===== src/rtl/mmio_uart_ctrl.sv =====
// ---------------------------------------------------------------------------
// mmio_uart_ctrl
//
// Memory-mapped I/O controller sitting beside the data memory of the RISC-V
// core. It decodes EX-stage loads/stores that land in a 32-byte window at
// MMIO_BASE, buffers bytes coming from the UART receiver in a small FIFO,
// holds one byte for the UART transmitter, and keeps the cycle (CC) and
// retired-instruction (IC) counters. Load data is registered so it shows up
// in MEM/WB at the same time as data-memory read data.
//
// Register map (word offsets from MMIO_BASE):
//   0x00 CTRL  R   {30'b0, rx_nonempty, tx_empty}
//   0x04 RX    R   {24'b0, FIFO head}; pops the FIFO when non-empty
//   0x08 TX    W   loads the transmit holding register when it is empty
//   0x10 CC    R   cycle counter
//   0x14 IC    R   retired-instruction counter
//   0x18 RST   W   clears CC and IC
//
// Ports:
//   clk            clock, rising edge
//   rst            asynchronous reset, active low
//   req_valid      EX-stage memory access this cycle
//   req_we         1 = store, 0 = load
//   req_addr       byte address of the access
//   req_wdata      store data (low byte)
//   inst_retire    one instruction retired this cycle
//   mmio_hit       access targets a defined MMIO register (combinational)
//   rd_sel         registered: previous load was an MMIO hit
//   rd_data        registered MMIO read data
//   uart_rx_data   byte from the UART receiver
//   uart_rx_valid  receiver offers a byte
//   uart_rx_ready  FIFO can accept a byte
//   uart_tx_data   byte for the UART transmitter
//   uart_tx_valid  a transmit byte is held
//   uart_tx_ready  transmitter accepts the held byte
// ---------------------------------------------------------------------------
module mmio_uart_ctrl #(
    parameter int          RX_DEPTH  = 4,
    parameter logic [31:0] MMIO_BASE = 32'h8000_0000
) (
    input  logic        clk,
    input  logic        rst,
    input  logic        req_valid,
    input  logic        req_we,
    input  logic [31:0] req_addr,
    input  logic [7:0]  req_wdata,
    input  logic        inst_retire,
    output logic        mmio_hit,
    output logic        rd_sel,
    output logic [31:0] rd_data,
    input  logic [7:0]  uart_rx_data,
    input  logic        uart_rx_valid,
    output logic        uart_rx_ready,
    output logic [7:0]  uart_tx_data,
    output logic        uart_tx_valid,
    input  logic        uart_tx_ready
);

    localparam int PTR_W = $clog2(RX_DEPTH);

    localparam logic [4:0] OFF_CTRL = 5'h00;
    localparam logic [4:0] OFF_RX   = 5'h04;
    localparam logic [4:0] OFF_TX   = 5'h08;
    localparam logic [4:0] OFF_CC   = 5'h10;
    localparam logic [4:0] OFF_IC   = 5'h14;
    localparam logic [4:0] OFF_RST  = 5'h18;

    // -----------------------------------------------------------------------
    // Address decode
    // -----------------------------------------------------------------------
    logic       in_window;
    logic [4:0] offset;
    logic       sel_ctrl;
    logic       sel_rx;
    logic       sel_tx;
    logic       sel_cc;
    logic       sel_ic;
    logic       sel_rst;

    assign in_window = (req_addr[31:5] == MMIO_BASE[31:5]);
    assign offset    = req_addr[4:0];

    // Only exact word offsets of defined registers count as hits; misaligned
    // or unused offsets inside the window fall through to no effect.
    always_comb begin
        sel_ctrl = 1'b0;
        sel_rx   = 1'b0;
        sel_tx   = 1'b0;
        sel_cc   = 1'b0;
        sel_ic   = 1'b0;
        sel_rst  = 1'b0;
        if (req_valid && in_window) begin
            case (offset)
                OFF_CTRL: sel_ctrl = 1'b1;
                OFF_RX:   sel_rx   = 1'b1;
                OFF_TX:   sel_tx   = 1'b1;
                OFF_CC:   sel_cc   = 1'b1;
                OFF_IC:   sel_ic   = 1'b1;
                OFF_RST:  sel_rst  = 1'b1;
                default:  ;
            endcase
        end
    end

    assign mmio_hit = sel_ctrl | sel_rx | sel_tx | sel_cc | sel_ic | sel_rst;

    logic load_hit;
    logic rx_read;
    logic tx_write;
    logic cnt_clear;

    // Loads of write-only registers and stores to read-only registers still
    // hit (so DMEM is left alone) but produce no side effects.
    assign load_hit  = mmio_hit && !req_we;
    assign rx_read   = sel_rx  && !req_we;
    assign tx_write  = sel_tx  &&  req_we;
    assign cnt_clear = sel_rst &&  req_we;

    // -----------------------------------------------------------------------
    // Receive FIFO
    // -----------------------------------------------------------------------
    logic [7:0]     rx_mem [RX_DEPTH];
    logic [PTR_W:0] wr_ptr;
    logic [PTR_W:0] rd_ptr;
    logic [PTR_W:0] rx_count;
    logic           rx_full;
    logic           rx_empty;
    logic           rx_push;
    logic           rx_pop;
    logic [7:0]     rx_head;

    // The extra pointer bit distinguishes full from empty when the index
    // bits are equal; the difference is the occupancy 0..RX_DEPTH.
    assign rx_count      = wr_ptr - rd_ptr;
    assign rx_empty      = (wr_ptr == rd_ptr);
    assign rx_full       = (rx_count == (PTR_W + 1)'(RX_DEPTH));
    assign uart_rx_ready = !rx_full;
    assign rx_push       = uart_rx_valid && !rx_full;
    assign rx_head       = rx_mem[rd_ptr[PTR_W-1:0]];

    // A read of an empty FIFO returns 0 and does not pop, even if a byte is
    // being pushed in the same cycle; that byte is left for the next read.
    assign rx_pop = rx_read && !rx_empty;

    // Pointer registers
    always_ff @(posedge clk or negedge rst) begin
        if (!rst) begin
            wr_ptr <= '0;
            rd_ptr <= '0;
        end else begin
            if (rx_push) begin
                wr_ptr <= wr_ptr + 1'b1;
            end
            if (rx_pop) begin
                rd_ptr <= rd_ptr + 1'b1;
            end
        end
    end

    // Storage needs no reset: contents are only visible through the pointers.
    always_ff @(posedge clk) begin
        if (rx_push) begin
            rx_mem[wr_ptr[PTR_W-1:0]] <= uart_rx_data;
        end
    end

    // -----------------------------------------------------------------------
    // Transmit holding register
    // -----------------------------------------------------------------------
    // A handshake takes precedence: a TX write in the same cycle sees the
    // register as full and is dropped.
    always_ff @(posedge clk or negedge rst) begin
        if (!rst) begin
            uart_tx_valid <= 1'b0;
            uart_tx_data  <= 8'h00;
        end else if (uart_tx_valid && uart_tx_ready) begin
            uart_tx_valid <= 1'b0;
        end else if (tx_write && !uart_tx_valid) begin
            uart_tx_valid <= 1'b1;
            uart_tx_data  <= req_wdata;
        end
    end

    // -----------------------------------------------------------------------
    // Performance counters
    // -----------------------------------------------------------------------
    logic [31:0] cycle_count;
    logic [31:0] inst_count;

    // Clear wins over increment so CC reads 0 in the cycle after the write.
    always_ff @(posedge clk or negedge rst) begin
        if (!rst) begin
            cycle_count <= 32'd0;
            inst_count  <= 32'd0;
        end else if (cnt_clear) begin
            cycle_count <= 32'd0;
            inst_count  <= 32'd0;
        end else begin
            cycle_count <= cycle_count + 32'd1;
            inst_count  <= inst_count + {31'd0, inst_retire};
        end
    end

    // -----------------------------------------------------------------------
    // Read path
    // -----------------------------------------------------------------------
    logic [31:0] read_value;

    // All values are taken before this cycle's updates land.
    always_comb begin
        read_value = 32'd0;
        if (sel_ctrl) begin
            read_value = {30'd0, !rx_empty, !uart_tx_valid};
        end else if (sel_rx) begin
            read_value = rx_empty ? 32'd0 : {24'd0, rx_head};
        end else if (sel_cc) begin
            read_value = cycle_count;
        end else if (sel_ic) begin
            read_value = inst_count;
        end
    end

    // Read results hold until the next memory access so WB can pick them up
    // regardless of pipeline bubbles.
    always_ff @(posedge clk or negedge rst) begin
        if (!rst) begin
            rd_sel  <= 1'b0;
            rd_data <= 32'd0;
        end else if (req_valid) begin
            rd_sel  <= load_hit;
            rd_data <= load_hit ? read_value : 32'd0;
        end
    end

endmodule


===== config.mk =====
export PLATFORM = sky130hd
export DESIGN_NAME = mmio_uart_ctrl
export DESIGN_NICKNAME = d
export VERILOG_FILES = /design/src/rtl/mmio_uart_ctrl.sv
export SDC_FILE = /design/constraint.sdc
export NUM_CORES = 1
export LEC_CHECK = 0
export ABC_CLOCK_PERIOD_IN_PS = 3000
export CORE_AREA = 2 2 145 147
export CTS_BUF_LIST = sky130_fd_sc_hd__clkbuf_16
export CTS_CLUSTER_DIAMETER = 120
export DETAILED_ROUTE_END_ITERATION = 8
export DIE_AREA = 0 0 147 149
export GPL_TIMING_DRIVEN = 0
export PLACE_DENSITY = 0.53
export SYNTH_ARGS = -nofsm -noshare
export SYNTH_HDL_FRONTEND = slang
export SYNTH_SLANG_ARGS = --single-unit

===== constraint.sdc =====
create_clock -name clk -period 3 [get_ports clk]
set_clock_uncertainty 0.15 [all_clocks]
set_input_delay 0.6 -clock clk [delete_from_list [all_inputs] [get_ports clk]]
set_output_delay 0.6 -clock clk [all_outputs]
set_load 0.005 [all_outputs]

==> metrics.yaml <==
sta:
  worstMarginPinSlew_ns: 0.831
  slew_headroom_pct: 44.6
  clock.fmax_mhz: 338
  fin_crit_sh_pct: 98.7
  maxSlewViolCount: 0
  hold_ws_ns: 0.336
  tns_ns: 0
  rsz0062_at_grt: "yes"
  setup_violations: 0
  finalHoldViolations: 0
  layout_min_cycle_time_ns: 2.96
cells_and_area:
  final_common_cell: "dfrtp_1"
  nNetsFinal: 775
  ff_latch_area_sq_um: 3760
  area_growth_pct: 28.8
  design_area_sq_um: 9000
  logic_area_sq_um: 3060
  layout_top_cells: "112 x dfrtp_1, 80 x clkdlybuf4s50_1, 79 x nor2_1, 33 x xor2_1"
  n_fill_cell: 1955
  final_core_utilization_pct: 43.8
  drive_gt1_share_pct: 14.9
  antenna-diode-count: 0
global_route:
  grt_pass1_wl_mm: 27.7
  antenna_found_initial: 0
  overflow: 0
  grt_pass1_vias: 5194
  grt_max_degree: 96
setup_path:
  r2r_start: "rd_ptr[1]"
  cp_data_arrival_time_ns: 2.21
  r2r_setup_slack_ns: 0.47
  cp_slowest_stage_delay_ns: 0.55
  critPathMaxFanout: 2
  path_cells: "dlygate4sd2_1, or4_4, or4_4, a21oi_4, buf_2"
  crit_buf_inv: 2
  cpMostUsedCell: "or4_4"
  cpMaxStageDelayCell: "or4_4"
  end_kind: "primary output"
  ff2ff_path_depth: 7
  cp-start-kind: "input pin"
  path_class: "input pin to primary output"
  crit_start: "req_addr[29]"
  worst_ep_required_time_ns: 2.25
  crit_family: "simple AND/OR/NAND/NOR gates"
  worst_r2r_endpoint: "rx_mem[3][5]"
yosys:
  syn_avg_cell_area_sq_um: 11.9
  synthesis.nets: 653
  ff_type: "dfrtp_1"
  postSynth.asyncResetShare_pct: 77.8
  edf_count: 32
  yosys_area_sq_um: 6990
  netlist_instances: 588
  yosysWarnings: 0
  ys_ff: 144
  synth_cell_type_count: 49
  ys_cells: 588
  netlist_area_sq_um: 6990
  postSynthSeqShare_pct: 53.9
route:
  routed_via_density: 4.98
  dr.first_iter.drc_count: 264
  ant_nets: 0
  first_pass_iters: 4
  drc: 0
power_and_ir_drop:
  pwr-share-comb_pct: 11.1
  power_density_nw_per_um2: 536
  p_leak_nw: 3.80
  clkPwrFrac_pct: 42.3
  switching_share_pct: 27.6
  peakVddDrop_mv: 0.408
  p_seq_share_pct: 46.6
  p_int_mw: 3.49
  switching_power_mw: 1.33
clock_tree:
  htree_num_levels: 4
  clk_path_buf_depth: 2
  cts-root-buf: "clkbuf_16"
  clk_latency_ns: 0.42
  cts-buffers-inserted: 17
  clk_pin_slew_worst_paths_ns: 0.07
  clock-sinks: 144
  tritoncts: "built"
worst_hold_path:
  hold_depth: 1
  min_path_type: "flop to flop"
  min_to: "rd_ptr[2]"
  worstHoldStart: "rd_ptr[2]"
floorplanning:
  die_area_sq_um: 21900
  rows: 53
  fp_util_pct: 34.0
  ios: 99
  core_area_sq_um: 20600
flow_run:
  cap_violations: 0
  openroad.warnings: 30
placement:
  port_buffers: 98
  placed_cell_area_sq_um: 8340
  dpl.hpwl_mm: 12.4
  gp_congestion: 0.794
outcome:
  status: "complete, no violations"
## metrics by stage
step | std cells | power, mW | setup slack (ns)
6_report | 998 | 4.82 | 0.0397
5_1_grt | 998 | 5.05 | -0.0160
4_1_cts | 997 | 4.89 | 0.00155
3_5_place_dp | 962 | 2.83 | -0.657
3_3_place_gp | 961 | 2.81 | -3.28
2_1_floorplan | 588 | 2.58 | 0.449
## power by group through the flow
stage / registers [mW] / clock network, mW / logic [mW]
2_1_floorplan: 2.26 / 0 / 0.313
5_1_grt: 2.27 / 2.18 / 0.605
3_5_place_dp: 2.29 / 0 / 0.542
6_report: 2.25 / 2.04 / 0.535
3_3_place_gp: 2.28 / 0 / 0.524
4_1_cts: 2.25 / 2.09 / 0.548
## worst reg2reg max path: stages (launching register included)
cell and delay, ns:
dfrtp_1 0.37, buf_6 0.17, inv_1 0.06, ha_1 0.16
nand2b_1 0.15, xnor2_1 0.15, a31oi_1 0.46, and2_1 0.51
## area by class of cell
| cell class | count | area share (%) |
|---|---|---|
| Buffer | 28 | 1.63 |
| Clock buffer | 17 | 4.73 |
| Clock inverter | 15 | 1.61 |
| Inverter | 20 | 0.834 |
| Multi-Input combinational cell | 396 | 34.0 |
| Sequential cell | 144 | 41.8 |
| Tap cell | 275 | 3.82 |
| Timing Repair Buffer | 103 | 11.6 |
## cell families after synthesis
family,after synthesis,share of synthesized area (%)
and+or+nand+nor,223,17.5
DFF,144,53.9
xor gates and xnor gates,65,8.15
AOI/OAI and AO/OA,55,7.82
buffers and inverters,48,3.04
muxes,43,7.81
adders and majority gates,10,1.79
## worst max path at each step
| stage | to | slack, ns | cells after the start |
|---|---|---|---|
| detailed placement | mmio_hit | -0.66 | 6 |
| CTS | mmio_hit | 0.002 | 6 |
| floorplan | mmio_hit | 0.45 | 4 |
| global placement | uart_tx_data[3] | -3.28 | 1 |
| finish | mmio_hit | 0.04 | 5 |
| global route | mmio_hit | -0.02 | 6 |
## synth_stat cells (9+ instances only)
master     number  share of area (%)
and4_1         12                1.5
nand3_1        23                1.6
ha_1           10                1.8
clkbuf_1       14               0.75
mux2i_1        26                3.7
nand2_1        26                1.4
o21ai_0        10               0.72
xnor2_1        32                4.0
o2bb2ai_2      20                4.3
inv_1          19                1.0
and3_1          9               0.81
dfrtp_1       112                 40
nor3_1         11               0.79
nor2_1         79                4.2
xor2_1         33                4.1
and2_1         11               0.98
edfxtp_1       32                 14
nand4_1        17                1.5
## routing by layer
metal	global-route usage, %	share of wire, %	up-vias
li1	-	-	2356
met1	20.2	44	2461
met2	28.4	50	132
met3	3.70	4.4	19
met4	5.34	1.5	0
met5	0	0	-
## timing repair
action	4_1_cts	5_1_grt
endpoints found under the setup margin	2	2
pin swaps	7	8
hold endpoints to repair	17	0
cloned	0	0
buffers inserted	2	1
gates resized	21	11
hold buffers	1	0
## state kept, by name, summed over array words and instances (netlist names)
signal	cells
inst_count	32
rd_data	32
rd_ptr	3
cycle_count	32
rx_mem	32
wr_ptr	3
uart_tx_valid	1
uart_tx_data	8
rd_sel	1
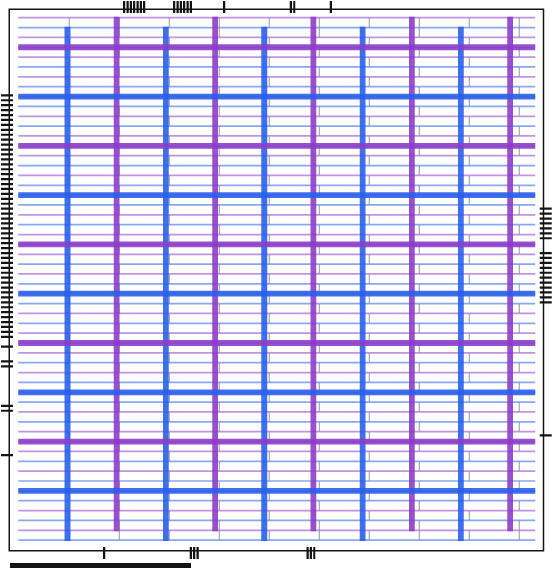
(images/pdn.png)
Scale bar: 50 um. Pins as bars on the die edge. Tap cells in grey.
Blue is VSS. Purple is VDD.
The core has 53 rows. 99 signal pins sit on the boundary.
Die Span X: 147 um
Die H: 149 um

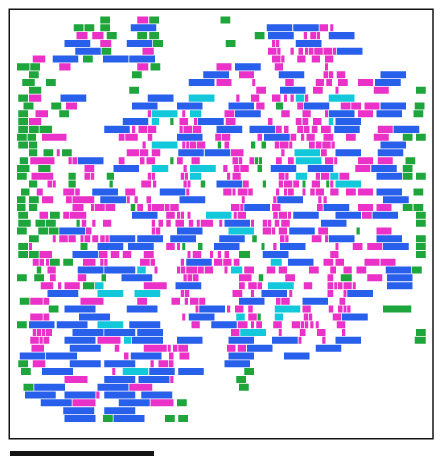
(images/cell_classes.png)
Scale bar: 50 um.
Cyan is clock drivers and dummy loads, cells 32, share of their area 6.6%. Green is other buffers and delay cells, cells 131, share of their area 14%. Magenta is all other logic, cells 416, share of their area 36%. Blue is flip-flops, cells 144, share of their area 43%.

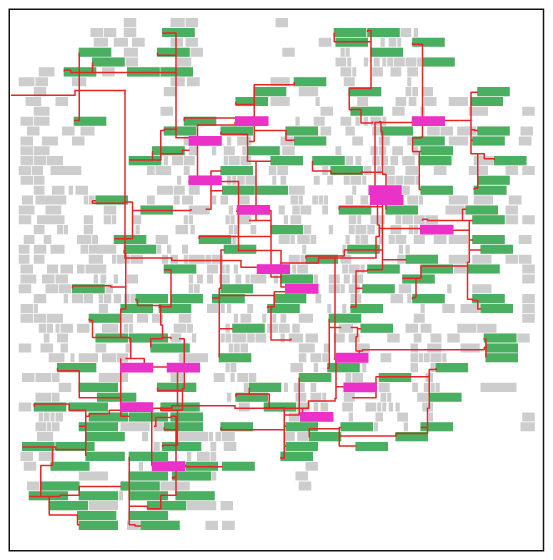
(images/clock_map.png)
Red is clock wires, length 1920 um. Magenta is cells driving clock nets, count 17. Green is flip-flops, count 144.
There are 18 routed clock nets.

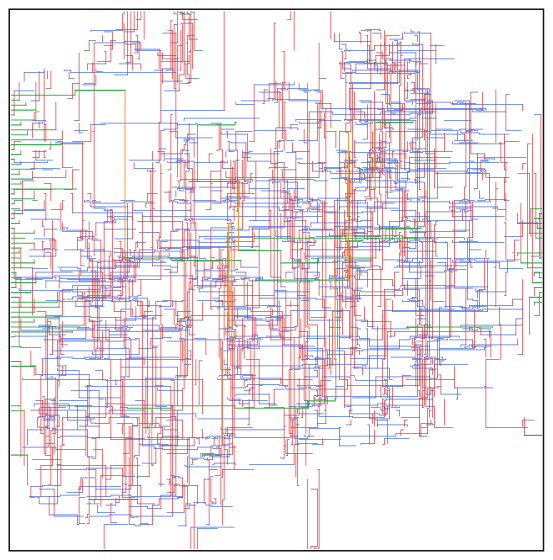
(images/metal_stack.png)
Red is met2, wire length 8530 um. Green is met3, wire length 741 um. Orange is met4, wire length 257 um. Blue is met1, wire length 7450 um.
DRT Wirelength: 17.0 mm
via count: 4968
WL/cell: 17.0 um
GRT Util Overall: 16.3%

Power figures rest on the tool's default switching activity, not on a simulated workload.
